File: src/rtl/h_pfn_pkg.sv
// Shared types for the hot-PFN drain path: FSM states and PFN entry type.
package h_pfn_pkg;
    localparam int PFN_ENTRY_WIDTH = 32;
    localparam int PFN_NUM_ENTRIES = 1024;

    typedef logic [PFN_ENTRY_WIDTH-1:0] pfn_t;

    typedef enum logic [1:0] {
        IDLE = 2'd0,
        READ = 2'd1,
        WAIT = 2'd2,
        RST  = 2'd3
    } drain_state_e;
endpackage

File: src/rtl/h_pfn_skid_fifo.sv
// 2-entry FIFO catching buffer read returns; the producer keeps it from overflowing via the count output.
module h_pfn_skid_fifo
    import h_pfn_pkg::*;
#(
    parameter int WIDTH = PFN_ENTRY_WIDTH
) (
    input  logic             clk,
    input  logic             reset_n,
    input  logic             in_valid,
    input  logic [WIDTH-1:0] in_data,
    output logic             out_valid,
    output logic [WIDTH-1:0] out_data,
    input  logic             out_ready,
    output logic [1:0]       count
);
    logic [WIDTH-1:0] mem [2];
    logic             wr_ptr;
    logic             rd_ptr;
    logic             pop;

    assign out_valid = count != 2'd0;
    assign out_data  = mem[rd_ptr];
    assign pop       = out_valid & out_ready;

    always_ff @(posedge clk) begin
        if (!reset_n) begin
            mem[0] <= '0;
            mem[1] <= '0;
            wr_ptr <= 1'b0;
            rd_ptr <= 1'b0;
            count  <= 2'd0;
        end else begin
            if (in_valid) begin
                mem[wr_ptr] <= in_data;
                wr_ptr      <= ~wr_ptr;
            end
            if (pop) rd_ptr <= ~rd_ptr;
            count <= count + {1'b0, in_valid} - {1'b0, pop};
        end
    end
endmodule

File: src/rtl/h_pfn_drain_ctrl.sv
// Drain sequencer for the hot-PFN buffer: streams entries 0..end_idx-1 out, then resets the write index.
// Optional PFN_DRAIN_DEDUP_EN suppresses back-to-back repeated PFNs and adds dedup_cnt.
module h_pfn_drain_ctrl
    import h_pfn_pkg::*;
#(
    parameter int NUM_ENTRIES = PFN_NUM_ENTRIES,
    parameter int ENTRY_WIDTH = PFN_ENTRY_WIDTH,
    parameter int NUM_IDX_BIT = $clog2(NUM_ENTRIES),
    parameter int CNT_WIDTH   = 32
) (
    input  logic                   clk,
    input  logic                   reset_n,
    input  logic                   drain_start,
    input  logic [NUM_IDX_BIT-1:0] drain_thresh,
    input  logic                   trk_wr_en,
    output logic                   trk_wr_ready,
    output logic                   buf_wr_en,
    input  logic [NUM_IDX_BIT-1:0] buf_wr_idx,
    input  logic                   buf_wr_overflow,
    output logic                   buf_wr_idx_rst,
    output logic                   buf_rd_en,
    output logic [NUM_IDX_BIT-1:0] buf_rd_idx,
    input  logic [ENTRY_WIDTH-1:0] buf_rd_data,
    output logic                   out_valid,
    input  logic                   out_ready,
    output logic [ENTRY_WIDTH-1:0] out_pfn,
    output logic                   busy,
    output logic                   drain_done,
    output logic [CNT_WIDTH-1:0]   drained_cnt,
    output logic                   ovf_sticky
`ifdef PFN_DRAIN_DEDUP_EN
    ,
    output logic [CNT_WIDTH-1:0]   dedup_cnt
`endif
);
    drain_state_e           state, state_nxt;
    logic [NUM_IDX_BIT-1:0] end_idx, end_idx_nxt;
    logic [NUM_IDX_BIT-1:0] rd_ptr, rd_ptr_nxt;
    logic                   rd_inflight;
    logic [1:0]             fifo_cnt;
    logic                   fifo_valid;
    logic                   fifo_pop;
    logic [ENTRY_WIDTH-1:0] fifo_head;
    logic                   thresh_hit;
    logic                   credit;

    assign thresh_hit = (drain_thresh != '0) && (buf_wr_idx >= drain_thresh);
    // Read-return slots: never more than two reads between issue and pop.
    assign credit     = (fifo_cnt + {1'b0, rd_inflight}) < 2'd2;
    assign buf_rd_idx = rd_ptr;
    assign buf_wr_en  = trk_wr_en & trk_wr_ready;
    assign busy       = state != IDLE;

    always_comb begin
        state_nxt      = state;
        end_idx_nxt    = end_idx;
        rd_ptr_nxt     = rd_ptr;
        buf_rd_en      = 1'b0;
        trk_wr_ready   = 1'b1;
        buf_wr_idx_rst = 1'b0;
        drain_done     = 1'b0;
        case (state)
            IDLE: if ((drain_start || thresh_hit) && buf_wr_idx != '0) begin
                state_nxt   = READ;
                end_idx_nxt = buf_wr_idx;
                rd_ptr_nxt  = '0;
            end
            READ: if (rd_ptr == end_idx) begin
                state_nxt = WAIT;
            end else if (credit) begin
                buf_rd_en  = 1'b1;
                rd_ptr_nxt = rd_ptr + NUM_IDX_BIT'(1);
            end
            WAIT: if (fifo_cnt == 2'd0 && !rd_inflight) begin
                if (buf_wr_idx != end_idx) begin
                    end_idx_nxt = buf_wr_idx;
                    state_nxt   = READ;
                end else begin
                    state_nxt = RST;
                end
            end
            RST: begin
                // Writes are blocked here so the index reset cannot drop one; a write
                // that slipped in during WAIT shows up as a moved index and is drained first.
                trk_wr_ready = 1'b0;
                if (buf_wr_idx == end_idx) begin
                    buf_wr_idx_rst = reset_n;
                    drain_done     = reset_n;
                    state_nxt      = IDLE;
                end else begin
                    end_idx_nxt = buf_wr_idx;
                    state_nxt   = READ;
                end
            end
            default: state_nxt = IDLE;
        endcase
    end

    always_ff @(posedge clk) begin
        if (!reset_n) begin
            state       <= IDLE;
            end_idx     <= '0;
            rd_ptr      <= '0;
            rd_inflight <= 1'b0;
            drained_cnt <= '0;
            ovf_sticky  <= 1'b0;
        end else begin
            state       <= state_nxt;
            end_idx     <= end_idx_nxt;
            rd_ptr      <= rd_ptr_nxt;
            rd_inflight <= buf_rd_en;
            if (out_valid && out_ready) drained_cnt <= drained_cnt + CNT_WIDTH'(1);
            if (buf_wr_overflow) ovf_sticky <= 1'b1;
        end
    end

    h_pfn_skid_fifo #(.WIDTH(ENTRY_WIDTH)) u_skid (
        .clk       (clk),
        .reset_n   (reset_n),
        .in_valid  (rd_inflight),
        .in_data   (buf_rd_data),
        .out_valid (fifo_valid),
        .out_data  (fifo_head),
        .out_ready (fifo_pop),
        .count     (fifo_cnt)
    );

    assign out_pfn = fifo_head;

`ifdef PFN_DRAIN_DEDUP_EN
    logic [ENTRY_WIDTH-1:0] last_pfn;
    logic                   last_vld;
    logic                   dup;

    assign dup       = fifo_valid && last_vld && (fifo_head == last_pfn);
    assign out_valid = fifo_valid && !dup;
    assign fifo_pop  = dup || (out_valid && out_ready);

    always_ff @(posedge clk) begin
        if (!reset_n) begin
            last_vld  <= 1'b0;
            last_pfn  <= '0;
            dedup_cnt <= '0;
        end else begin
            if (state == IDLE && state_nxt == READ) begin
                last_vld <= 1'b0;
            end else if (out_valid && out_ready) begin
                last_vld <= 1'b1;
                last_pfn <= out_pfn;
            end
            if (dup) dedup_cnt <= dedup_cnt + CNT_WIDTH'(1);
        end
    end
`else
    assign out_valid = fifo_valid;
    assign fifo_pop  = out_valid && out_ready;
`endif
endmodule

File: config.mk
export PLATFORM = sky130hd
export DESIGN_NAME = h_pfn_drain_ctrl
export DESIGN_NICKNAME = d
export VERILOG_FILES = /design/src/rtl/h_pfn_pkg.sv /design/src/rtl/h_pfn_skid_fifo.sv /design/src/rtl/h_pfn_drain_ctrl.sv
export SDC_FILE = /design/constraint.sdc
export NUM_CORES = 1
export LEC_CHECK = 0
export CAP_MARGIN = 30
export CELL_PAD_IN_SITES_DETAIL_PLACEMENT = 2
export CELL_PAD_IN_SITES_GLOBAL_PLACEMENT = 2
export CORE_MARGIN = 2
export CORE_UTILIZATION = 30
export CTS_BUF_LIST = sky130_fd_sc_hd__clkbuf_8 sky130_fd_sc_hd__clkbuf_16
export CTS_CLUSTER_SIZE = 24
export DETAILED_ROUTE_END_ITERATION = 10
export GPL_ROUTABILITY_DRIVEN = 0
export PLACE_DENSITY = 0.76
export SYNTH_ARGS = -nofsm -noshare
export SYNTH_HDL_FRONTEND = slang
export SYNTH_SLANG_ARGS = --single-unit
File: constraint.sdc
create_clock -name clk -period 8.65 [get_ports clk]
set_input_delay 0.865 -clock clk [delete_from_list [all_inputs] [get_ports clk]]
set_output_delay 0.865 -clock clk [all_outputs]
set_load 0.02 [all_outputs]
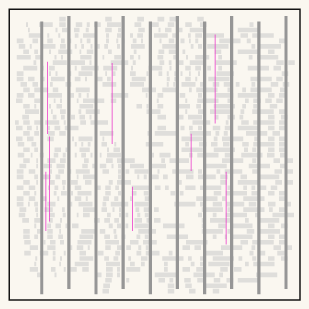
**Above:** run 1 (metal 4).
Drawn at 2 px/µm. Supply wires on this layer in gray.
share of all routed wire: 1.5%
wire length on this layer: 268 µm
nets with wire on the layer: 4
via count: 4645
final WL: 17600 µm

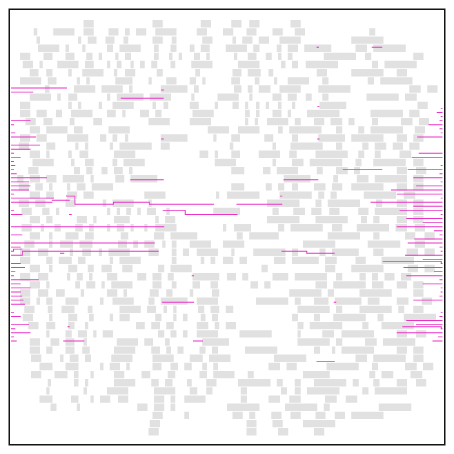
**Above:** run 1 (signal wires on met3).
Drawn at 3 px/µm.
wire length on this layer: 885 µm
main direction: horizontal
GR Util met3: 3.78%

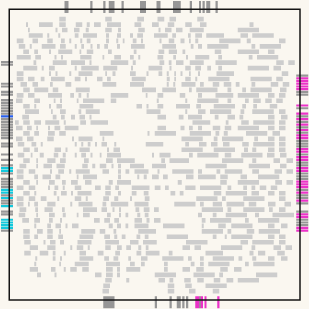
**Above:** run 1 (pin map).
Drawn at 2 px/µm. Pins as bars across the die edge, other pins in gray.
legend:
  out_pfn:
    color: magenta
    pins: 32
    direction: output
    edge: 27 east, 5 south
  buf_wr_idx:
    color: cyan
    pins: 10
    direction: input
    edge: west
  drain_done:
    color: blue
    pins: 1
    direction: output
    edge: west
all pins by edge: 52 east, 47 west, 23 north, 18 south
number of port buffers: 139
Die W: 145 µm
die height: 145 µm

-- run 1: Yosys cell counts (all sizes together), types with 2 or more instances --
library cell,count,area [µm²]
a211oi,3,22.5
a21o,5,37.5
a21oi,11,55.1
and2,69,432
and3,9,56.3
and4,2,17.5
buf,8,43.8
clkbuf,15,56.3
dfxtp,61,1220
edfxtp,64,1920
ha,14,175
inv,23,86.3
mux2,33,372
mux2i,11,110
nand2,45,174
nand2b,5,31.3
nand3,25,130
nand4,12,75.1
nor2,44,165
nor3,7,46.3
nor3b,2,15.0
nor4,6,37.5
o21ai,8,40.0
o31ai,4,30.0
or3,6,37.5
xnor2,23,201
xor2,26,228
==> impl_metrics.json, run 1 <==
{
  "status": "completed",
  "synth_warnings": 0,
  "p_sw_share_pct": 29.1,
  "cts_root_buffer": "clkbuf_16",
  "slowest_delay_ns": 0.85,
  "hold_depth": 2,
  "path_buffers": 2,
  "min_to": "drained_cnt[18]",
  "nMultiInputCombCells": 384,
  "rsz0062_at_grt": "no",
  "r2r_slack_ns": 6.09,
  "numSynthFlops": 125,
  "largest_reg_flops": 64,
  "synthAdderAreaFrac_pct": 2.95,
  "post-cts-setup-buffers": 0,
  "dr_wl_met3_um": 885,
  "async_flop_share_pct": 0,
  "r2r_cells": 8,
  "top_register": "u_skid.mem",
  "whs_ns": 0.504,
  "postCtsHoldBufs": 0,
  "final_layout_size_suffix_gt1_share_pct": 11.4,
  "place_ws_ns": 4.22,
  "nFillCells": 2036,
  "ys_sh_mux_pct": 8.12,
  "wl_per_cell_um": 18.1,
  "top_layer": "met4",
  "fmax_mhz": 228,
  "final_cell_mix": "clkdlybuf4s50_1, and2_1, edfxtp_1, dfxtp_1, nor2_1",
  "top_regs": "u_skid.mem: 64 flops, drained_cnt: 32 flops",
  "p_clk_share_pct": 36.4,
  "r2r-end": "drained_cnt[26]",
  "post_dp_cell_area_mm2": 0.00767,
  "p_per_area_mw_per_mm2": 230,
  "syn_area_per_cell_um2": 10.7,
  "core.rowCount": 51,
  "grt_overflow": 0,
  "setup-tns-final_ns": 0,
  "path_delay_family": "simple AND/OR/NAND/NOR gates",
  "drtAntennaViolNets": 0,
  "yosys_area_mm2": 0.00594,
  "setup_ws_ns": 4.26,
  "pin_count": 140,
  "grt_pass1_vias": 5147,
  "synthFlopType": "edfxtp_1",
  "clkCellAreaFrac_pct": 6.92,
  "power_switching_w": 0.000552,
  "crit_path_end_kind": "primary output",
  "arrival_ns": 3.53,
  "hold_path.class": "flip-flop to flip-flop",
  "synth_cells": 555,
  "p_int_w": 0.00134,
  "diodes": 0,
  "drtIter0Drc": 140,
  "instances_no_fill": 976,
  "cp_data_required_time_ns": 7.79,
  "crit_path_top_delay_cell": "nor4_1",
  "finalPower_w": 0.00190,
  "cts_sinks": 125,
  "seqPwrFrac_pct": 37.7,
  "grt_use_total_pct": 17.5,
  "powerComb_w": 0.000491,
  "finalHoldViolations": 0,
  "signal_buffers": 147,
  "leakage_nw": 3.17,
  "ys_seq_share_pct": 53.0,
  "seq_share_pct": 38.1,
  "cp_max_fo": 4,
  "vias_per_cell": 4.76,
  "antenna_found_initial": 0,
  "slew_headroom_pct": 30.7,
  "syn-num-nets": 627,
  "numSequentialCells": 125,
  "cts_resized": 0,
  "maxCapViolCount": 0,
  "grt-busiest-layer": "met2",
  "comb_share_pct": 31.9,
  "numCtsBuffers": 17,
  "wl_met1_um": 7670,
  "dr.pass1.iters": 4,
  "final_util_pct": 42.3,
  "grt_max_degree": 41,
  "layout_top_cell": "clkdlybuf4s50_1",
  "crit_path_end": "drain_done",
  "die-area_mm2": 0.0209,
  "clock_skew_ns": 0.00765,
  "warning_count": 26,
  "fin_crit_sh_pct": 50.8,
  "cts_tree": "done",
  "edf_count": 64,
  "grt_pass1_wl_um": 28100,
  "power_frac_comb_pct": 25.9,
  "clockBufferDepth": 2,
  "ys_cells": 555,
  "aoi_share_pct": 4.66,
  "fp_util_pct": 30.5
}
==> run 2: changes to the inputs <==
--- a/config.mk
+++ b/config.mk
@@ -9,12 +9,12 @@
 export CELL_PAD_IN_SITES_DETAIL_PLACEMENT = 2
 export CELL_PAD_IN_SITES_GLOBAL_PLACEMENT = 2
 export CORE_MARGIN = 2
-export CORE_UTILIZATION = 30
+export CORE_UTILIZATION = 28
 export CTS_BUF_LIST = sky130_fd_sc_hd__clkbuf_8 sky130_fd_sc_hd__clkbuf_16
 export CTS_CLUSTER_SIZE = 24
 export DETAILED_ROUTE_END_ITERATION = 10
 export GPL_ROUTABILITY_DRIVEN = 0
-export PLACE_DENSITY = 0.76
+export PLACE_DENSITY = 0.74
 export SYNTH_ARGS = -nofsm -noshare
 export SYNTH_HDL_FRONTEND = slang
 export SYNTH_SLANG_ARGS = --single-unit
==> constraint.sdc (replaced) <==
create_clock -name clk -period 3.75 [get_ports clk]
set_input_delay 0.375 -clock clk [delete_from_list [all_inputs] [get_ports clk]]
set_output_delay 0.375 -clock clk [all_outputs]
set_load 0.02 [all_outputs]
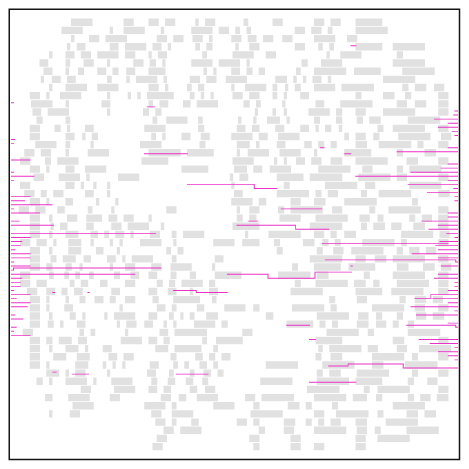
**Above:** run 2 (signal wires on met3).
Drawn at 3 px/µm.
nets with wire on the layer: 97
share of all routed wire: 5.5%

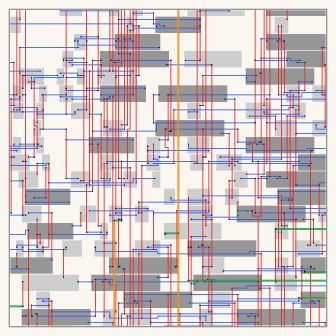
**Above:** run 2 (zoomed window).
Region (87, 87) to (137, 137) µm. Cells in gray, sequential cells in the stronger gray; small squares are vias.
legend:
  met4:
    color: orange
  met1:
    color: blue
  met2:
    color: red
  met3:
    color: green
netlist names of flops here include: u_skid.mem (17), drained_cnt (5)
sequential cells in the window: 24
cells with their middle in the window: 92
most frequent: and2_1 (18), edfxtp_1 (17), nor2_1 (9)

==> run 2 against run 1 <==
  * Wire length grew 0.99%
  * Count of clock-buffer cells in the layout up 3
  * Cell count is 1.1% higher
  * Critical path depth up 1
  * Setup slack worse by 3.5 ns
  * Synthesized cell count unchanged
  * First-iteration DRC count is 4.3% lower
  * Critical path type unchanged
  * Clock skew increased by 0.0067 ns
  * Worst hold slack lost 0.033 ns
==> impl_metrics.json, run 2 <==
{
  "status": "completed",
  "vias_per_cell": 4.74,
  "post_dp_cell_area_mm2": 0.00767,
  "final_util_pct": 39.8,
  "grt_use_total_pct": 16.5,
  "finalNetCount": 771,
  "syn_area_mm2": 0.00594,
  "grt_pass1_vias": 5273,
  "layout_top_cell": "clkdlybuf4s50_1",
  "inverters": 23,
  "fin_crit_sh_pct": 80.1,
  "p_clk_share_pct": 38.8,
  "setup_ws_ns": 0.747,
  "synthFlopType": "edfxtp_1",
  "yosysTopAreaCellShare_pct": 32.4,
  "cp_max_fo": 4,
  "ys_sh_xor_pct": 7.23,
  "synth_dominant_cell_count": "and2_1",
  "die_height_um": 150,
  "portBuffers": 139,
  "cp_data_required_time_ns": 3.38,
  "period_needed_ns": 3.00,
  "drc": 0,
  "final_cell_mix": "clkdlybuf4s50_1, and2_1, edfxtp_1, dfxtp_1, nor2_1",
  "crit_path_top_delay_cell": "clkdlybuf4s50_1",
  "synthTopCellsByCount": "and2_1, edfxtp_1, dfxtp_1, nor2_1, nand2_1",
  "clock_skew_ns": 0.0143,
  "worst_slew_pin_slew_ns": 0.588,
  "drtAntennaViolNets": 0,
  "maxCapViolCount": 0,
  "edf_count": 64,
  "fmax_mhz": 333,
  "slowest_delay_ns": 0.66,
  "synth_cells": 555,
  "path_depth": 7,
  "power_leader": "the clock network",
  "area_share_nonclk_buffers_pct": 17.7,
  "largest_reg_flops": 64,
  "top_register": "u_skid.mem",
  "cp_cell_sequence": "clkdlybuf4s50_1, xnor2_1, nand4_1, nor4_1, buf_4, nor3b_1, clkdlybuf4s50_1",
  "place_ws_ns": 0.691,
  "nMultiInputCombCells": 384,
  "numSequentialCells": 125,
  "final_layout_size_suffix_gt1_share_pct": 11.8,
  "wl_per_cell_um": 18.0,
  "aoi_share_pct": 4.66,
  "crit_path_end": "buf_wr_idx_rst",
  "synthAdderAreaFrac_pct": 2.95,
  "ys_seq_share_pct": 53.0,
  "numCtsBuffers": 17,
  "syn_area_per_cell_um2": 10.7,
  "nFillCells": 2199,
  "post-cts-setup-buffers": 0,
  "seq_share_pct": 37.8,
  "finalHoldViolations": 0,
  "instances_no_fill": 987,
  "leakage_nw": 3.20,
  "r2r_cells": 8,
  "dp.final_hpwl_um": 12900,
  "clkCellAreaFrac_pct": 7.69,
  "grt-busiest-layer": "met2",
  "start_kind": "input port",
  "grt_pass1_wl_um": 28400,
  "r2r_slack_ns": 1.24,
  "warning_count": 26,
  "numSynthFlops": 125,
  "pin_count": 140,
  "largestClassByArea": "sequential cells",
  "async_flop_share_pct": 0,
  "drtIter0Drc": 134,
  "r2r-end": "drained_cnt[22]",
  "die-area_mm2": 0.0224,
  "grt_overflow": 0,
  "n_tap_cell": 275,
  "hold_path.class": "flip-flop to flip-flop",
  "yosys_area_mm2": 0.00594,
  "power_frac_comb_pct": 24.9,
  "cts_tree": "done",
  "path_delay_family": "buffers and inverters",
  "arrival_ns": 2.63,
  "ir_drop_uv": 275,
  "critPathKind": "input port to primary output",
  "p_per_area_mw_per_mm2": 545,
  "fp_util_pct": 28.4,
  "synth_warnings": 0,
  "die_w_um": 150,
  "postCtsHoldBufs": 0,
  "ys_cells": 555,
  "p_sw_share_pct": 28.7,
  "top_regs": "u_skid.mem: 64 flops, drained_cnt: 32 flops",
  "slew_headroom_pct": 60.5,
  "rsz0062_at_grt": "no",
  "p_int_w": 0.00323,
  "ys_sh_mux_pct": 8.12,
  "worstSkewPairLatency_ns": 0.42,
  "powerClk_w": 0.00176,
  "top_area_cell": "edfxtp_1",
  "setup-tns-final_ns": 0,
  "min_to": "ovf_sticky",
  "clockBufferDepth": 2,
  "finalPower_w": 0.00453,
  "diodes": 0,
  "signal_buffers": 148,
  "core.rowCount": 53,
  "whs_ns": 0.471,
  "dr.pass1.iters": 4,
  "powerComb_w": 0.00113,
  "hold_depth": 2,
  "seqPwrFrac_pct": 36.3,
  "syn-num-nets": 627,
  "cts_resized": 0,
  "cts_sinks": 125,
  "synth_cell_types": 48,
  "cts_root_buffer": "clkbuf_16",
  "crit_path_end_kind": "primary output",
  "grt_max_degree": 41,
  "path_buffers": 3,
  "comb_share_pct": 31.6,
  "comb_area_mm2": 0.00263,
  "nClkBuffers": 21,
  "antenna_found_initial": 0,
  "grtUsageMet3_pct": 4.18,
  "power_switching_w": 0.00130,
  "yosys-top-cells-area": "edfxtp_1, dfxtp_1, and2_1"
}
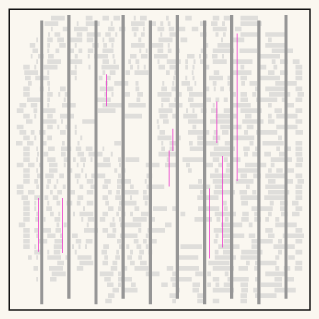
**Above:** run 2 (metal 4).
Drawn at 2 px/µm. Supply wires on this layer in gray.
share of all routed wire: 1.5%
main direction: vertical
longest straight run: 73.4 µm
final WL: 17800 µm
via count: 4682

==> run 2: layer usage <==
layer / part of all wire, % / vias to the layer above
met4: 1.5 / 0
met5: 0 / -
met1: 41 / 2332
met3: 5.5 / 21
li1: - / 2210
met2: 52 / 119
==> run 2: kinds of logic (layout without fill, tap and decap cells) <==
kind of cell             Yosys count  in the layout
AND-OR/OR-AND                     42             42
buffers and inverters             46            203
flip-flops                       125            125
multiplexers                      44             44
XOR/XNOR                          49             49
adder cells (fa/ha/maj)           14             14
AND/OR/NAND/NOR                  235            235
==> run 2: worst min-delay path, stage by stage (launching register included) <==
cell and delay [ns]:
dfxtp_1 0.32, nor2_1 0.05, nor2_1 0.06
==> run 3: changes to the inputs <==
--- a/config.mk
+++ b/config.mk
@@ -9,12 +9,12 @@
 export CELL_PAD_IN_SITES_DETAIL_PLACEMENT = 2
 export CELL_PAD_IN_SITES_GLOBAL_PLACEMENT = 2
 export CORE_MARGIN = 2
-export CORE_UTILIZATION = 28
+export CORE_UTILIZATION = 30
 export CTS_BUF_LIST = sky130_fd_sc_hd__clkbuf_8 sky130_fd_sc_hd__clkbuf_16
 export CTS_CLUSTER_SIZE = 24
 export DETAILED_ROUTE_END_ITERATION = 10
 export GPL_ROUTABILITY_DRIVEN = 0
-export PLACE_DENSITY = 0.74
+export PLACE_DENSITY = 0.76
 export SYNTH_ARGS = -nofsm -noshare
 export SYNTH_HDL_FRONTEND = slang
 export SYNTH_SLANG_ARGS = --single-unit
==> constraint.sdc (replaced) <==
create_clock -name clk -period 2.82 [get_ports clk]
set_input_delay 0.282 -clock clk [delete_from_list [all_inputs] [get_ports clk]]
set_output_delay 0.282 -clock clk [all_outputs]
set_load 0.02 [all_outputs]
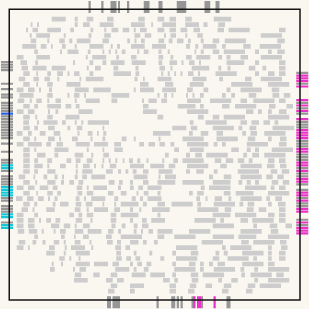
**Above:** run 3 (pin map).
Drawn at 2 px/µm. Pins as bars across the die edge, other pins in gray.
legend:
  out_pfn:
    color: magenta
    pins: 32
    direction: output
    edge: 28 east, 4 south
  buf_wr_idx:
    color: cyan
    pins: 10
    direction: input
    edge: west
  drain_done:
    color: blue
    pins: 1
    direction: output
    edge: west

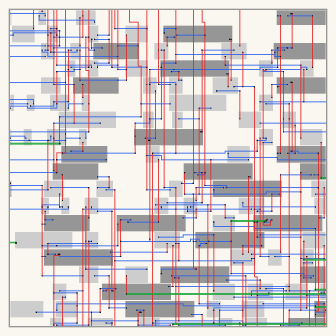
**Above:** run 3 (zoomed window).
Region (83, 83) to (133, 133) µm. Cells in gray, sequential cells in the stronger gray; small squares are vias.
legend:
  met3:
    color: green
  met2:
    color: red
  met1:
    color: blue
sequential cells in the window: 21
cells with their middle in the window: 86
netlist names of flops here include: u_skid.mem (16), drained_cnt (3)
most frequent: and2_1 (18), edfxtp_1 (16), clkdlybuf4s50_1 (14)

==> run 3 against run 2 <==
  * Die area is 6.5% lower
  * First-iteration DRC count is 2.2% higher
  * Global-route usage is 1.1 points higher
  * Worst hold slack better by 0.0081 ns
  * Cell count is 0.10% lower
  * Combinational power is 34% higher
  * Count of clock-buffer cells in the layout is 4 lower
  * Clock power is 26% higher
  * Critical path depth stayed put
  * Via count is 0.26% lower
  * Power is 31% higher
  * Setup slack worse by 0.45 ns
  * Largest cell class unchanged
==> impl_metrics.json, run 3 <==
{
  "status": "completed",
  "grt_pass1_vias": 5250,
  "setup.worst_path.start": "buf_wr_idx[0]",
  "r2r_cells": 9,
  "vias": 4670,
  "synth_cell_types": 48,
  "synthFlopType": "edfxtp_1",
  "grt_util_met2_pct": 31.0,
  "synthAdderAreaFrac_pct": 2.95,
  "core.rowCount": 51,
  "drtIter0Drc": 137,
  "min_to": "ovf_sticky",
  "path_delay_family": "buffers and inverters",
  "slowest_delay_ns": 0.57,
  "p_per_area_mw_per_mm2": 709,
  "dp.final_hpwl_um": 12700,
  "pin_count": 140,
  "die-area_mm2": 0.0209,
  "hold_depth": 2,
  "p_int_w": 0.00421,
  "path_depth": 7,
  "finalHoldViolations": 0,
  "die_height_um": 145,
  "clk_pin_slew_ns": 0.06,
  "grt-busiest-layer": "met2",
  "leakage_nw": 3.25,
  "final_cell_mix": "clkdlybuf4s50_1, and2_1, edfxtp_1, dfxtp_1, nor2_1",
  "die_w_um": 145,
  "vias_per_cell": 4.74,
  "numSynthFlops": 125,
  "maxCapViolCount": 0,
  "power_switching_w": 0.00171,
  "top_layer": "met4",
  "dr_wl_met3_um": 1020,
  "path_buffers": 3,
  "arrival_ns": 2.24,
  "comb_area_mm2": 0.00264,
  "cts_resized": 5,
  "dr_wl_met2_um": 8760,
  "clock_skew_ns": 0.00922,
  "top_regs": "u_skid.mem: 64 flops, drained_cnt: 32 flops",
  "r2r_slack_ns": 0.55,
  "crit_path_end": "drain_done",
  "numCtsBuffers": 17,
  "async_flop_share_pct": 0,
  "nFillCells": 2023,
  "cp_data_required_time_ns": 2.54,
  "finalPower_w": 0.00592,
  "diodes": 0,
  "fin_crit_sh_pct": 89.4,
  "synthTopCellsByCount": "and2_1, edfxtp_1, dfxtp_1, nor2_1, nand2_1",
  "start_kind": "input port",
  "antenna_found_initial": 0,
  "synth_warnings": 0,
  "crit_path_top_delay_cell": "clkdlybuf4s50_1",
  "instances_no_fill": 986,
  "simple_gate_share_pct": 21.0,
  "cts_root_buffer": "clkbuf_16",
  "clockBufferDepth": 2,
  "dp.cells": 954,
  "drv_slew": 0,
  "setup_viol": 0,
  "p_sw_share_pct": 28.9,
  "cts_tree": "done",
  "post_dp_cell_area_mm2": 0.00774,
  "yosys-top-cells-area": "edfxtp_1, dfxtp_1, and2_1",
  "synth_cells": 555,
  "setup_ws_ns": 0.298,
  "syn_area_per_cell_um2": 10.7,
  "seqPwrFrac_pct": 37.0,
  "period_needed_ns": 2.52,
  "wl_um": 17700,
  "wl_per_cell_um": 17.9,
  "grt_pass1_wl_um": 28400,
  "place_ws_ns": -0.230,
  "warning_count": 26,
  "ys_sh_xor_pct": 7.23,
  "top_area_cell": "edfxtp_1",
  "grtUsageMet3_pct": 5.00,
  "hold_path.class": "flip-flop to flip-flop",
  "final_util_pct": 42.9,
  "htreeDepth": 4,
  "logic_family": "simple AND/OR/NAND/NOR gates",
  "ir_drop_uv": 384,
  "crit_path_end_kind": "primary output",
  "fmax_mhz": 397,
  "critPathKind": "input port to primary output",
  "largest_reg_flops": 64,
  "cp_cell_sequence": "clkdlybuf4s50_1, xnor2_1, nand4_1, nor4_2, buf_4, nor3b_2, dlygate4sd2_1",
  "r2r-end": "drained_cnt[22]",
  "area_growth_pct": 40.7,
  "final_layout_size_suffix_gt1_share_pct": 13.3,
  "aoi_share_pct": 4.66,
  "fp_util_pct": 30.5,
  "ys_seq_share_pct": 53.0,
  "wl_met1_um": 7710,
  "post-cts-setup-buffers": 0,
  "grt_max_degree": 41,
  "grt_overflow": 0,
  "syn-num-nets": 627,
  "worst_slew_pin_slew_ns": 0.497,
  "rsz0062_at_grt": "no",
  "cp_max_fo": 4,
  "whs_ns": 0.479,
  "ys_sh_mux_pct": 8.12,
  "top_register": "u_skid.mem",
  "ys_cells": 555,
  "drc": 0,
  "dr.pass1.iters": 5,
  "portBuffers": 139,
  "slew_headroom_pct": 66.7,
  "postCtsHoldBufs": 0,
  "hold_start": "ovf_sticky",
  "power_frac_comb_pct": 25.5,
  "grt_use_total_pct": 17.6,
  "syn_area_mm2": 0.00594,
  "grt_util_met1_pct": 21.2,
  "edf_count": 64,
  "layout_top_cell": "clkdlybuf4s50_1",
  "p_clk_share_pct": 37.5,
  "finalNetCount": 780,
  "yosys_area_mm2": 0.00594,
  "synth_dominant_cell_count": "and2_1",
  "setup-tns-final_ns": 0,
  "yosysTopAreaCellShare_pct": 32.4,
  "drtAntennaViolNets": 0
}
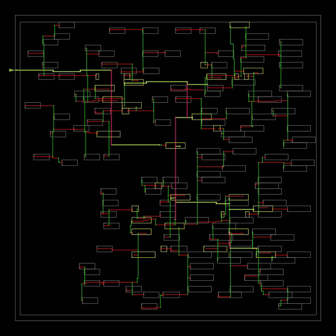
**Above:** run 3 (clock routing).
flip-flop and latch count: 125
CTS sink count: 125
clock network power: 0.00222 W
Latency at later pin: 0.41 ns

[run 3: cell counts after synthesis]
No cell type changed its count.
[run 3: tightest hold or removal path, cell delays in order (launching register included)]
cell and delay, ns:
dfxtp_1 0.33, nor2_1 0.05, nor2_1 0.07
[run 3: cell type report]
type	count	area share, %
clock inverter	15	2.05
inverter	23	1.03
sequential	125	37.7
timing repair buffer	157	18.6
multi-input combinational	384	31.6
tap	265	3.97
clock buffer	17	5.09
[run 3: power groups by stage]
stage	sequential, W	combinational [W]	clock, W
floorplan	0.00221	0.000848	0
global placement	0.00222	0.00147	0
detailed placement	0.00223	0.00152	0
CTS	0.00220	0.00154	0.00228
global route	0.00221	0.00164	0.00236
finish	0.00219	0.00151	0.00222
Power figures rest on the tool's default switching activity, not on a simulated workload.
